Fig. 1: metal 1
Supply wires on this layer in gray.
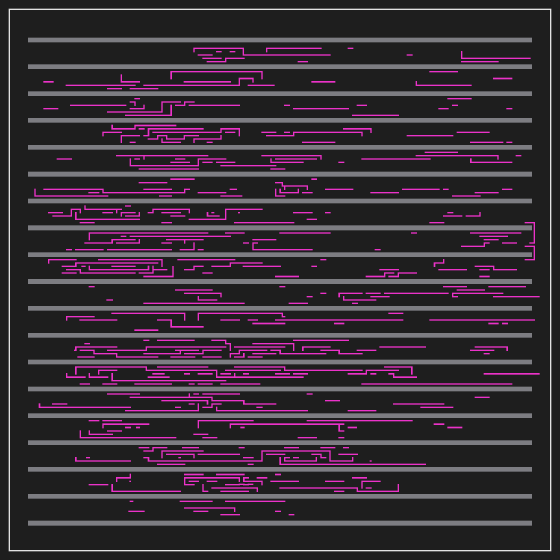
Fig. 2: clock wiring as the flow saved it
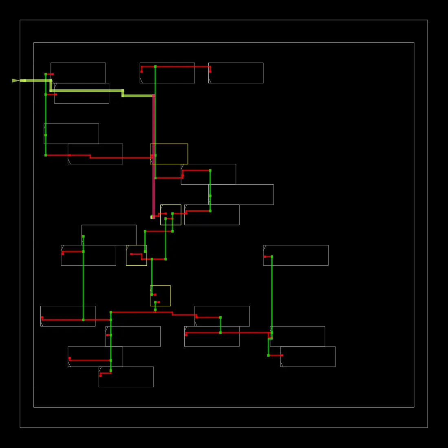
===== config.mk =====
export PLATFORM = sky130hd
export DESIGN_NAME = pipe_ctrl_flat
export DESIGN_NICKNAME = d
export VERILOG_FILES = /design/src/rtl/pipe_ctrl_pkg.sv /design/src/rtl/pipe_ctrl_if.sv /design/src/rtl/pipe_ctrl_md_timer.sv /design/src/rtl/pipe_ctrl.sv /design/src/flat_wrapper.sv
export SDC_FILE = /design/constraint.sdc
export NUM_CORES = 1
export LEC_CHECK = 0
export CAP_MARGIN = 10
export CORE_MARGIN = 1.5
export CORE_UTILIZATION = 46
export CTS_CLUSTER_SIZE = 40
export DETAILED_ROUTE_END_ITERATION = 10
export PLACE_DENSITY = 0.78
export SETUP_SLACK_MARGIN = 0.05
export SYNTH_ARGS = -nofsm -noshare
export SYNTH_HDL_FRONTEND = slang
export SYNTH_SLANG_ARGS = --single-unit

===== constraint.sdc =====
create_clock -name clk -period 2.1 [get_ports clk]
set_clock_uncertainty 0.1 [all_clocks]
set_input_delay 0.42 -clock clk [delete_from_list [all_inputs] [get_ports clk]]
set_output_delay 0.42 -clock clk [all_outputs]
set_load 0.1 [all_outputs]

===== src/rtl/pipe_ctrl_pkg.sv =====
// Shared types and defaults for the pipeline stall/flush sequencer.
package pipe_ctrl_pkg;
  typedef enum logic [1:0] {
    ST_RUN  = 2'd0,
    ST_MD   = 2'd1,
    ST_MEMW = 2'd2,
    ST_ERR  = 2'd3
  } state_e;

  localparam int MULT_LAT_DEF    = 5;
  localparam int DIV_LAT_DEF     = 10;
  localparam int MEM_TIMEOUT_DEF = 255;
  localparam int CNT_W_DEF       = 8;

  typedef struct packed {
    logic en;
    logic clr;
  } stg_ctl_t;

  localparam stg_ctl_t STG_RUN    = '{en: 1'b1, clr: 1'b0};
  localparam stg_ctl_t STG_HOLD   = '{en: 1'b0, clr: 1'b0};
  localparam stg_ctl_t STG_BUBBLE = '{en: 1'b1, clr: 1'b1};
endpackage


===== src/rtl/pipe_ctrl_if.sv =====
// Hazard inputs from the D/E/M stages and the per-stage en/clr controls.
interface pipe_ctrl_if;
  logic [4:0] RsD, RtD, RegAddrE;
  logic       MemtoRegE, RegWriteE, BranchD, MdUseD, MdStartE, MdDivE;
  logic       MemReqM, MemReadyM;
  logic       EnF, EnD, ClrD, EnE, ClrE, EnM, ClrM, EnW, ClrW;
  logic       MdBusy, MemErr;
  logic [1:0] StateOut;

  modport master (
    output RsD, RtD, RegAddrE, MemtoRegE, RegWriteE, BranchD, MdUseD,
           MdStartE, MdDivE, MemReqM, MemReadyM,
    input  EnF, EnD, ClrD, EnE, ClrE, EnM, ClrM, EnW, ClrW, MdBusy, MemErr,
           StateOut
  );

  modport slave (
    input  RsD, RtD, RegAddrE, MemtoRegE, RegWriteE, BranchD, MdUseD,
           MdStartE, MdDivE, MemReqM, MemReadyM,
    output EnF, EnD, ClrD, EnE, ClrE, EnM, ClrM, EnW, ClrW, MdBusy, MemErr,
           StateOut
  );
endinterface


===== src/rtl/pipe_ctrl_md_timer.sv =====
// MDU occupancy down-counter: busy from the cycle after start until the count drains.
module md_timer #(
  parameter int MULT_LAT = pipe_ctrl_pkg::MULT_LAT_DEF,
  parameter int DIV_LAT  = pipe_ctrl_pkg::DIV_LAT_DEF,
  parameter int CNT_W    = pipe_ctrl_pkg::CNT_W_DEF
) (
  input  logic             clk,
  input  logic             reset,
  input  logic             start,
  input  logic             is_div,
  output logic             busy,
  output logic [CNT_W-1:0] cnt
);
  logic             busy_q;
  logic [CNT_W-1:0] cnt_q;

  // A start while busy restarts the count from the new op's latency.
  always_ff @(posedge clk) begin
    if (reset) begin
      busy_q <= 1'b0;
      cnt_q  <= '0;
    end else if (start) begin
      busy_q <= 1'b1;
      cnt_q  <= is_div ? CNT_W'(DIV_LAT - 1) : CNT_W'(MULT_LAT - 1);
    end else if (busy_q) begin
      if (cnt_q == '0) busy_q <= 1'b0;
      else             cnt_q  <= cnt_q - 1'b1;
    end
  end

  assign busy = busy_q;
  assign cnt  = cnt_q;
endmodule


===== src/rtl/pipe_ctrl.sv =====
// Stall/flush sequencer: load-use, MDU occupancy and data-memory wait with watchdog.
module pipe_ctrl
  import pipe_ctrl_pkg::*;
#(
  parameter int MULT_LAT    = MULT_LAT_DEF,
  parameter int DIV_LAT     = DIV_LAT_DEF,
  parameter int MEM_TIMEOUT = MEM_TIMEOUT_DEF,
  parameter int CNT_W       = CNT_W_DEF
) (
  input  logic     clk,
  input  logic     reset,
  pipe_ctrl_if.slave bus
);
  state_e           state_q;
  logic [CNT_W-1:0] wdcnt_q;
  logic             err_q;
  logic             md_busy, md_busy_d, accept;
  logic [CNT_W-1:0] md_cnt;
  logic             loaduse, mdstall, memwait;
  stg_ctl_t         f, d, e, m, w;

  assign loaduse = bus.MemtoRegE & bus.RegWriteE & (bus.RegAddrE != 5'd0) &
                   ((bus.RegAddrE == bus.RsD) | (bus.RegAddrE == bus.RtD));
  assign mdstall = md_busy & bus.MdUseD;
  assign memwait = bus.MemReqM & ~bus.MemReadyM & ~err_q;

  // A branch that coincides with a stall is left alone; it re-resolves next cycle.
  always_comb begin
    f = STG_RUN; d = STG_RUN; e = STG_RUN; m = STG_RUN; w = STG_RUN;
    if (!reset) begin
      if (memwait) begin
        f = STG_HOLD; d = STG_HOLD; e = STG_HOLD; m = STG_HOLD; w = STG_BUBBLE;
      end else if (loaduse | mdstall) begin
        f = STG_HOLD; d = STG_HOLD; e = STG_BUBBLE;
      end else if (bus.BranchD) begin
        d = STG_BUBBLE;
      end
    end
  end

  assign accept    = bus.MdStartE & m.en & ~m.clr;
  assign md_busy_d = accept | (md_busy & (md_cnt != '0));

  md_timer #(.MULT_LAT(MULT_LAT), .DIV_LAT(DIV_LAT), .CNT_W(CNT_W)) u_md_timer (
    .clk    (clk),
    .reset  (reset),
    .start  (accept),
    .is_div (bus.MdDivE),
    .busy   (md_busy),
    .cnt    (md_cnt)
  );

  // ERR is only left through reset; the MDU keeps running underneath every state.
  always_ff @(posedge clk) begin
    if (reset) begin
      state_q <= ST_RUN;
      wdcnt_q <= '0;
      err_q   <= 1'b0;
    end else if (state_q != ST_ERR) begin
      if (memwait) begin
        if (wdcnt_q == CNT_W'(MEM_TIMEOUT - 1)) begin
          state_q <= ST_ERR;
          err_q   <= 1'b1;
        end else begin
          state_q <= ST_MEMW;
          wdcnt_q <= wdcnt_q + 1'b1;
        end
      end else begin
        wdcnt_q <= '0;
        state_q <= md_busy_d ? ST_MD : ST_RUN;
      end
    end
  end

  assign bus.EnF      = f.en;
  assign bus.EnD      = d.en;
  assign bus.ClrD     = d.clr;
  assign bus.EnE      = e.en;
  assign bus.ClrE     = e.clr;
  assign bus.EnM      = m.en;
  assign bus.ClrM     = m.clr;
  assign bus.EnW      = w.en;
  assign bus.ClrW     = w.clr;
  assign bus.MdBusy   = md_busy;
  assign bus.MemErr   = err_q;
  assign bus.StateOut = state_q;
endmodule


===== src/flat_wrapper.sv =====
// flat-port wrapper written by rule: the top's interface ports become plain ports
module pipe_ctrl_flat import pipe_ctrl_pkg::*;
#(
  parameter int MULT_LAT    = MULT_LAT_DEF,
  parameter int DIV_LAT     = DIV_LAT_DEF,
  parameter int MEM_TIMEOUT = MEM_TIMEOUT_DEF,
  parameter int CNT_W       = CNT_W_DEF
)
  (clk, reset, bus_RsD, bus_RtD, bus_RegAddrE, bus_MemtoRegE, bus_RegWriteE, bus_BranchD, bus_MdUseD, bus_MdStartE, bus_MdDivE, bus_MemReqM, bus_MemReadyM, bus_EnF, bus_EnD, bus_ClrD, bus_EnE, bus_ClrE, bus_EnM, bus_ClrM, bus_EnW, bus_ClrW, bus_MdBusy, bus_MemErr, bus_StateOut);
  pipe_ctrl_if bus_i ();
  input  logic clk;
  input  logic reset;
  input wire logic [$bits(bus_i.RsD)-1:0] bus_RsD;
  input wire logic [$bits(bus_i.RtD)-1:0] bus_RtD;
  input wire logic [$bits(bus_i.RegAddrE)-1:0] bus_RegAddrE;
  input wire logic [$bits(bus_i.MemtoRegE)-1:0] bus_MemtoRegE;
  input wire logic [$bits(bus_i.RegWriteE)-1:0] bus_RegWriteE;
  input wire logic [$bits(bus_i.BranchD)-1:0] bus_BranchD;
  input wire logic [$bits(bus_i.MdUseD)-1:0] bus_MdUseD;
  input wire logic [$bits(bus_i.MdStartE)-1:0] bus_MdStartE;
  input wire logic [$bits(bus_i.MdDivE)-1:0] bus_MdDivE;
  input wire logic [$bits(bus_i.MemReqM)-1:0] bus_MemReqM;
  input wire logic [$bits(bus_i.MemReadyM)-1:0] bus_MemReadyM;
  output wire logic [$bits(bus_i.EnF)-1:0] bus_EnF;
  output wire logic [$bits(bus_i.EnD)-1:0] bus_EnD;
  output wire logic [$bits(bus_i.ClrD)-1:0] bus_ClrD;
  output wire logic [$bits(bus_i.EnE)-1:0] bus_EnE;
  output wire logic [$bits(bus_i.ClrE)-1:0] bus_ClrE;
  output wire logic [$bits(bus_i.EnM)-1:0] bus_EnM;
  output wire logic [$bits(bus_i.ClrM)-1:0] bus_ClrM;
  output wire logic [$bits(bus_i.EnW)-1:0] bus_EnW;
  output wire logic [$bits(bus_i.ClrW)-1:0] bus_ClrW;
  output wire logic [$bits(bus_i.MdBusy)-1:0] bus_MdBusy;
  output wire logic [$bits(bus_i.MemErr)-1:0] bus_MemErr;
  output wire logic [$bits(bus_i.StateOut)-1:0] bus_StateOut;
  assign bus_i.RsD = bus_RsD;
  assign bus_i.RtD = bus_RtD;
  assign bus_i.RegAddrE = bus_RegAddrE;
  assign bus_i.MemtoRegE = bus_MemtoRegE;
  assign bus_i.RegWriteE = bus_RegWriteE;
  assign bus_i.BranchD = bus_BranchD;
  assign bus_i.MdUseD = bus_MdUseD;
  assign bus_i.MdStartE = bus_MdStartE;
  assign bus_i.MdDivE = bus_MdDivE;
  assign bus_i.MemReqM = bus_MemReqM;
  assign bus_i.MemReadyM = bus_MemReadyM;
  assign bus_EnF = bus_i.EnF;
  assign bus_EnD = bus_i.EnD;
  assign bus_ClrD = bus_i.ClrD;
  assign bus_EnE = bus_i.EnE;
  assign bus_ClrE = bus_i.ClrE;
  assign bus_EnM = bus_i.EnM;
  assign bus_ClrM = bus_i.ClrM;
  assign bus_EnW = bus_i.EnW;
  assign bus_ClrW = bus_i.ClrW;
  assign bus_MdBusy = bus_i.MdBusy;
  assign bus_MemErr = bus_i.MemErr;
  assign bus_StateOut = bus_i.StateOut;
  pipe_ctrl #(.MULT_LAT(MULT_LAT), .DIV_LAT(DIV_LAT), .MEM_TIMEOUT(MEM_TIMEOUT), .CNT_W(CNT_W)) u_core (.clk(clk), .reset(reset), .bus(bus_i));
endmodule

==> flow_summary.yaml <==
# flow metrics
cells_and_area:
  post_route_cells_drive_above_1_share_pct: 30.7
  final_cell_count_no_fill: 222
  final_core_util_pct: 76.0
outcome:
  outcome: "complete, but fails checks"
  failed_checks: "negative setup slack"
critical_path:
  cp-end-kind: "output pin"
  worst-path-stages: 6
  crit_slowest_cell: "or3_4"
  startpoint: "bus_RegAddrE[3]"
synthesis:
  edf_count: 0
  ys_seq_share_pct: 32.6
  area_leaders: "dfxtp_1 (33%), xnor2_1 (11%), a21oi_1 (4.5%), nor2_1 (4.0%), ha_1 (3.1%)"
  synthAdderAreaFrac_pct: 3.05
  ff_type: "dfxtp_1"
power:
  pwr-share-comb_pct: 35.1
  finalPower_mw: 0.967
  pwr-share-seq_pct: 42.1
  sw_frac_of_total_pct: 33.7
  power_switching_mw: 0.326
final_timing:
  period_used_pct: 108
  drv_slew: 0
  fin_ws_ns: -0.176
  setup_viol_count_final: 6
clock_tree:
  clkSinkCount: 20
  cts_tree: "done"
drt:
  wl_per_cell_um: 14.5
min_path:
  worstHoldStart: "u_core.wdcnt_q[6]"
About Fig. 1:
wire length on this layer	1240 um
longest straight run	15.2 um
drt total wl: 3220 um
via count: 1221
met1 usage: 26.1%

About Fig. 2:
number of clock buffers in the layout: 4
P_clk: 0.220 mW
CTS Buf Count: 3
clk_lat worst skew: 0.29 ns

## repair_timing
item,in CTS,in global routing
buffers inserted,1,2
hold buffers,0,0
setup endpoints to repair,11,8
pin swaps,5,15
gates cloned,0,0
resized,22,12
## cell type report
cell class | instances | area [um2] | area share [%]
Sequential cell | 20 | 408 | 21.5
Inverter | 9 | 37.5 | 1.98
Timing Repair Buffer | 52 | 556 | 29.2
Clock buffer | 4 | 36.3 | 1.91
Multi-Input combinational cell | 107 | 825 | 43.4
Tap cell | 30 | 37.5 | 1.98
## state kept, by name (all words and copies together), names as in the netlist
signal / flops
u_core.bus.MemErr: 1
u_core.bus.StateOut: 2
u_core.u_md_timer.busy: 1
u_core.u_md_timer.cnt: 8
u_core.wdcnt_q: 8
Power figures rest on the tool's default switching activity, not on a simulated workload.
